Figure 1. The clock network (run 1).
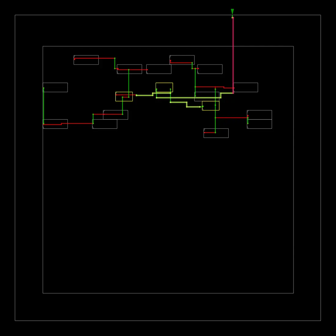
Figure 2. Cells coloured by class (run 1).
Scale: 4 px per µm. Fill, decap, tap and diode cells in grey.
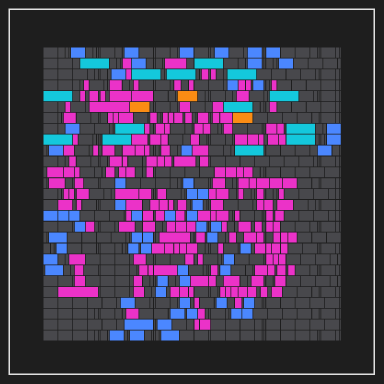
Figure 3. I/O pins on the die edge (run 1).
Scale: 3 px per µm. Pins as bars across the die edge, other pins in grey.
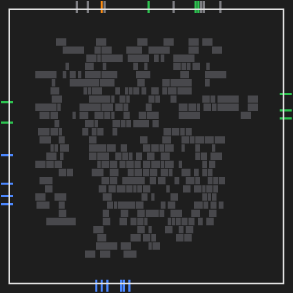
Figure 4. Clock wires, drivers and flops (run 1).
Scale: 6 px per µm.
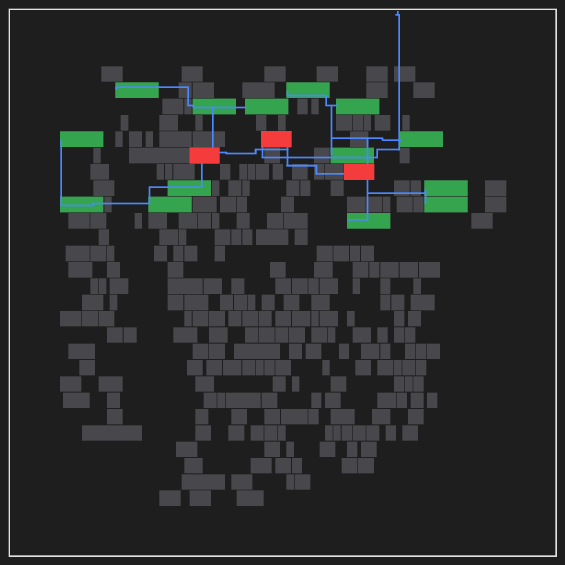
`src/rtl/pcs_receptor.sv`:
```
// 1000BASE-X PCS receive: 8b/10b decode, delimiter detection (/S/ /T/ /R/, idles)
// and registered GMII-style RXD/RX_DV/RX_ER generation.
module pcs_receptor #(
    parameter logic [7:0] PREAMBLE_OCTET = 8'h55,
    parameter logic [7:0] ERR_OCTET      = 8'h0E
) (
    input  logic       GTX_CLK,
    input  logic       RESET,
    input  logic [9:0] rx_code_group,
    input  logic       rx_even,
    input  logic       sync_status,
    input  logic       SUDI,
    output logic [7:0] RXD,
    output logic       RX_DV,
    output logic       RX_ER,
    output logic       receiving
);

    typedef enum logic [2:0] {
        LINK_FAILED,
        WAIT_FOR_K,
        RX_K,
        IDLE_D,
        RECEIVE,
        END_T,
        END_R
    } state_t;

    state_t state, state_d;

    logic [5:0] abcdei;
    logic [3:0] fghj;
    logic       valid6, valid4;
    logic [4:0] edcba;
    logic [2:0] hgf;
    logic       data_valid;
    logic [7:0] data_octet;

    logic is_k28_5, is_s, is_t, is_r, is_idle_d;

    logic [7:0] rxd_d;
    logic       rx_dv_d, rx_er_d;

    assign abcdei = rx_code_group[9:4];
    assign fghj   = rx_code_group[3:0];

    always_comb begin
        valid6 = 1'b1;
        edcba  = '0;
        case (abcdei)
            6'b100111, 6'b011000: edcba = 5'd0;
            6'b011101, 6'b100010: edcba = 5'd1;
            6'b101101, 6'b010010: edcba = 5'd2;
            6'b110001:            edcba = 5'd3;
            6'b110101, 6'b001010: edcba = 5'd4;
            6'b101001:            edcba = 5'd5;
            6'b011001:            edcba = 5'd6;
            6'b111000, 6'b000111: edcba = 5'd7;
            6'b111001, 6'b000110: edcba = 5'd8;
            6'b100101:            edcba = 5'd9;
            6'b010101:            edcba = 5'd10;
            6'b110100:            edcba = 5'd11;
            6'b001101:            edcba = 5'd12;
            6'b101100:            edcba = 5'd13;
            6'b011100:            edcba = 5'd14;
            6'b010111, 6'b101000: edcba = 5'd15;
            6'b011011, 6'b100100: edcba = 5'd16;
            6'b100011:            edcba = 5'd17;
            6'b010011:            edcba = 5'd18;
            6'b110010:            edcba = 5'd19;
            6'b001011:            edcba = 5'd20;
            6'b101010:            edcba = 5'd21;
            6'b011010:            edcba = 5'd22;
            6'b111010, 6'b000101: edcba = 5'd23;
            6'b110011, 6'b001100: edcba = 5'd24;
            6'b100110:            edcba = 5'd25;
            6'b010110:            edcba = 5'd26;
            6'b110110, 6'b001001: edcba = 5'd27;
            6'b001110:            edcba = 5'd28;
            6'b101110, 6'b010001: edcba = 5'd29;
            6'b011110, 6'b100001: edcba = 5'd30;
            6'b101011, 6'b010100: edcba = 5'd31;
            default:              valid6 = 1'b0;
        endcase
    end

    always_comb begin
        valid4 = 1'b1;
        hgf    = '0;
        case (fghj)
            4'b1011, 4'b0100: hgf = 3'd0;
            4'b1001:          hgf = 3'd1;
            4'b0101:          hgf = 3'd2;
            4'b1100, 4'b0011: hgf = 3'd3;
            4'b1101, 4'b0010: hgf = 3'd4;
            4'b1010:          hgf = 3'd5;
            4'b0110:          hgf = 3'd6;
            4'b1110, 4'b0001,
            4'b0111, 4'b1000: hgf = 3'd7;
            default:          valid4 = 1'b0;
        endcase
    end

    assign data_valid = valid6 && valid4;
    assign data_octet = {hgf, edcba};

    assign is_k28_5  = (rx_code_group == 10'b0011111010) || (rx_code_group == 10'b1100000101);
    assign is_s      = (rx_code_group == 10'b1101101000) || (rx_code_group == 10'b0010010111);
    assign is_t      = (rx_code_group == 10'b1011101000) || (rx_code_group == 10'b0100010111);
    assign is_r      = (rx_code_group == 10'b1110101000) || (rx_code_group == 10'b0001010111);
    assign is_idle_d = (rx_code_group == 10'b0110110101) || (rx_code_group == 10'b1001000101) ||
                       (rx_code_group == 10'b1010010110);

    // K groups are tested before data: /S/ /T/ /R/ also fall inside the data tables.
    always_comb begin
        state_d = state;
        rxd_d   = '0;
        rx_dv_d = 1'b0;
        rx_er_d = 1'b0;
        if (!sync_status) begin
            state_d = LINK_FAILED;
        end else begin
            case (state)
                LINK_FAILED: state_d = WAIT_FOR_K;
                WAIT_FOR_K: begin
                    if (is_k28_5 && rx_even) state_d = RX_K;
                end
                RX_K: begin
                    state_d = is_idle_d ? IDLE_D : WAIT_FOR_K;
                end
                IDLE_D: begin
                    if (is_k28_5) begin
                        state_d = RX_K;
                    end else if (is_s) begin
                        state_d = RECEIVE;
                        rx_dv_d = 1'b1;
                        rxd_d   = PREAMBLE_OCTET;
                    end else begin
                        state_d = WAIT_FOR_K;
                    end
                end
                RECEIVE: begin
                    if (is_t) begin
                        state_d = END_T;
                    end else if (is_k28_5) begin
                        state_d = RX_K;
                        rx_er_d = 1'b1;
                        rxd_d   = ERR_OCTET;
                    end else if (!is_s && !is_r && data_valid) begin
                        rx_dv_d = 1'b1;
                        rxd_d   = data_octet;
                    end else begin
                        rx_dv_d = 1'b1;
                        rx_er_d = 1'b1;
                        rxd_d   = ERR_OCTET;
                    end
                end
                END_T: begin
                    if (is_r) begin
                        state_d = END_R;
                    end else begin
                        state_d = WAIT_FOR_K;
                        rx_er_d = 1'b1;
                        rxd_d   = ERR_OCTET;
                    end
                end
                END_R: begin
                    if (is_k28_5)  state_d = RX_K;
                    else if (!is_r) state_d = WAIT_FOR_K;
                end
                default: state_d = LINK_FAILED;
            endcase
        end
    end

    always_ff @(posedge GTX_CLK) begin
        if (RESET) begin
            state     <= LINK_FAILED;
            RXD       <= '0;
            RX_DV     <= 1'b0;
            RX_ER     <= 1'b0;
            receiving <= 1'b0;
        end else if (SUDI) begin
            state     <= state_d;
            RXD       <= rxd_d;
            RX_DV     <= rx_dv_d;
            RX_ER     <= rx_er_d;
            receiving <= (state_d == RECEIVE) || (state_d == END_T);
        end
    end

endmodule

```
`config.mk`:
```
export PLATFORM = sky130hd
export DESIGN_NAME = pcs_receptor
export DESIGN_NICKNAME = d
export VERILOG_FILES = /design/src/rtl/pcs_receptor.sv
export SDC_FILE = /design/constraint.sdc
export NUM_CORES = 1
export LEC_CHECK = 0
export CAP_MARGIN = 5
export CORE_MARGIN = 8
export CORE_UTILIZATION = 30
export CTS_CLUSTER_DIAMETER = 120
export DETAILED_ROUTE_END_ITERATION = 10
export PLACE_DENSITY = 0.49
export SETUP_SLACK_MARGIN = 0.15
export SLEW_MARGIN = 20
export SYNTH_ARGS = -nofsm -noshare
export SYNTH_HDL_FRONTEND = slang
export SYNTH_SLANG_ARGS = --single-unit
```
`constraint.sdc`:
```
create_clock -name GTX_CLK -period 3.15 [get_ports GTX_CLK]
set_clock_uncertainty 0.15 [all_clocks]
set_input_delay 0.7875 -clock GTX_CLK [delete_from_list [all_inputs] [get_ports GTX_CLK]]
set_output_delay 0.7875 -clock GTX_CLK [all_outputs]
set_load 0.02 [all_outputs]
```
==> CHANGELOG.md, run 1 <==
## Implementation

- Aoi share: 0.364
- Crit path DRT: 3.16 ns
- First-pass GRT wire length: around 8700 µm
- Pint: about 350 µW
- Tightest Pin Transition: between 0.6 and 0.7 ns
- Initial DRC count: 74
- Ant. Diodes: 0
- Combinational gate count: 183
- Syn nets: about 240
- Most flops, register: RXD
- Max reg flops: 8
- Syn. warnings: 0
- Wire per inst: ~15 µm
- Inverters: 8
- Die ar.: 8260 µm²
- Initial antenna violation count: 0
- Syn Std Cell Area: approximately 1700 µm²
- Hold-fix buffers, CTS: 0
- Drt first pass iters: 4
- Regs by FF count: RXD x8, state x3
- Nonclk buf count: 62
- Max_cap viols: 0
- Area-dominant class: multi-input combinational cells
- Tot GR Track Use: 0.123
- DRT Wirelength: a little over 5000 µm
- Top Layer Used: met4
- Run status: finished, final reports clean
- Hold_sp: RX_DV$_SDFFE_PP0P_
- Pwr per Cell Area: about 220 nW/µm²
- Filler Cells Inserted: slightly below 600
- Worst hold stages: 2
- Largest net degree at the start of global routing: 27
- Largest stage delay, worst path: a little over 0.6 ns
About Figure 1:
clk sink count: 14
clock network power: 146 µW
Seq cells: 14
CLK BUF: 3

About Figure 2:
legend:
  flops:
    colour: cyan
    cells: 14
    share_of_their_area: 13%
  combinational and other logic:
    colour: magenta
    cells: 191
    share_of_their_area: 60%
  other buffers and delay cells:
    colour: blue
    cells: 62
    share_of_their_area: 25%
  clock drivers:
    colour: orange
    cells: 3
    share_of_their_area: 1.9%
Core Rows: 27
Seq area share: 0.124
Util after Layout: 0.413
final instance area: 2260 µm²

About Figure 3:
legend:
  `rx_code_group`:
    colour: blue
    pins: 10
    direction: input
    edge: 6 south, 4 west
  `RXD`:
    colour: green
    pins: 8
    direction: output
    edge: 3 north, 3 east, 2 west
  `rx_even`:
    colour: orange
    pins: 1
    direction: input
    edge: north
port bufs: 25
DIE HEIGHT: 90.9 µm

About Figure 4:
legend:
  clock wires:
    colour: blue
    length: 219 µm
  flip-flops:
    colour: green
    count: 14
  clock drivers:
    colour: red
    count: 3
routed clock nets: 4
worst skew pair latency: 0.24 ns
clock power share: 0.292

## run 1: worst max-delay path by stage
stage,endpoint,startpoint,depth (start not counted)
after floorplan,receiving$_SDFFE_PP0P_,rx_code_group[3],7
after global placement,RXD[6]$_SDFFE_PP0P_,rx_code_group[9],8
after detailed placement,receiving$_SDFFE_PP0P_,rx_code_group[0],7
after CTS,RXD[4]$_SDFFE_PP0P_,rx_code_group[6],9
after global routing,RXD[0]$_SDFFE_PP0P_,rx_code_group[2],7
final,RXD[6]$_SDFFE_PP0P_,rx_code_group[5],7
## run 1: repair_timing
action / in CTS / in global routing
buffers inserted: 0 / 1
gates resized: 0 / 3
setup endpoints to repair: 0 / 3
==> run 2: changes to the inputs <==
- CORE_UTILIZATION: 30 -> 45
- PLACE_DENSITY: 0.49 -> 0.68
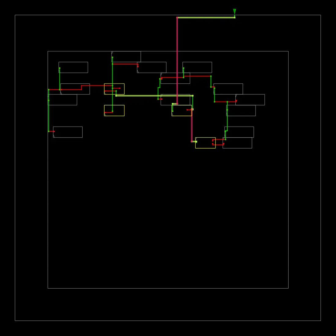
Figure 5: run 2, the clock network.
CTS buffer count: 3
CLK BUF: 4
clock network power: 175 µW
worst skew pair latency: 0.25 ns

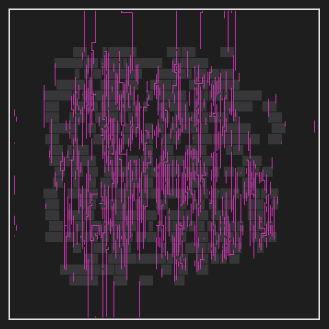
Figure 6: run 2, the metal 2 layer.
Scale: 4 px per µm. Cells faint in the background.
nets with wire on the layer: 242
main direction: vertical
wire length on this layer: 2,360 µm
longest straight run: 24.5 µm
via count: 1,943
DRT Wirelength: 4970 µm
GR Util met2: 0.268

==> run 2 against run 1 <==
  * Largest power group unchanged
  * Total power increased by 6.5%
  * Via count increased by 4.2%
  * Synthesized cell count unchanged
  * First-iteration DRC count increased by 140%
  * Utilization increased by 21 points
  * Count of clock-buffer cells in the layout increased by 1
  * Combinational power about the same
  * Register-to-register slack got worse by 0.05 ns
  * Critical path depth increased by 1
==> CHANGELOG.md, run 2 <==
## Implementation

- Pint: between 300 and 400 µW
- Seq area share: 0.124
- Most flops, register: RXD
- Tightest Pin Transition: around 0.64 ns
- Run status: finished, final reports clean
- Initial antenna violation count: 0
- Clock power share: 0.330
- DIE HEIGHT: 77.2 µm
- Die ar.: slightly below 6000 µm²
- First-pass GRT wire length: approximately 8600 µm
- Crit path DRT: ~3.1 ns
- Largest net degree at the start of global routing: 27
- Util after Layout: 0.622
- Instance count on the critical path: 8
- Final instance area: between 2000 and 2500 µm²
- Tot GR Track Use: 0.167
- Post-CTS setup buffers: 0
- Nonclk buf count: roughly 58
- Syn Std Cell Area: roughly 1700 µm²
- Inverters: 8
- Syn nets: about 240
- Worst hold stages: 2
- Combinational gate count: between 150 and 200
run 2: kinds of logic (layout without fill, tap and decap cells):
group,after synthesis,in the layout,share of synthesized area
AOI/OAI and AO/OA,82,82,0.364
xor gates and xnor gates,3,3,0.0156
adders and majority gates,2,2,0.0126
buffers and inverters,28,70,0.0781
DFF,14,14,0.167
muxes,4,4,0.0260
and+or+nand+nor,92,92,0.337
run 2: final timing paths:
kind / startpoint / end / slack (ns)
setup / recovery: rx_code_group[5] / RXD[4]$_SDFFE_PP0P_ / 0.27
hold / removal: RX_DV$_SDFFE_PP0P_ / RX_DV$_SDFFE_PP0P_ / 0.32
setup reg to reg: state[2]$_SDFFE_PP0P_ / RXD[6]$_SDFFE_PP0P_ / 1.04
hold reg to reg: RX_DV$_SDFFE_PP0P_ / RX_DV$_SDFFE_PP0P_ / 0.32
Power is estimated from default activity; no workload was simulated.
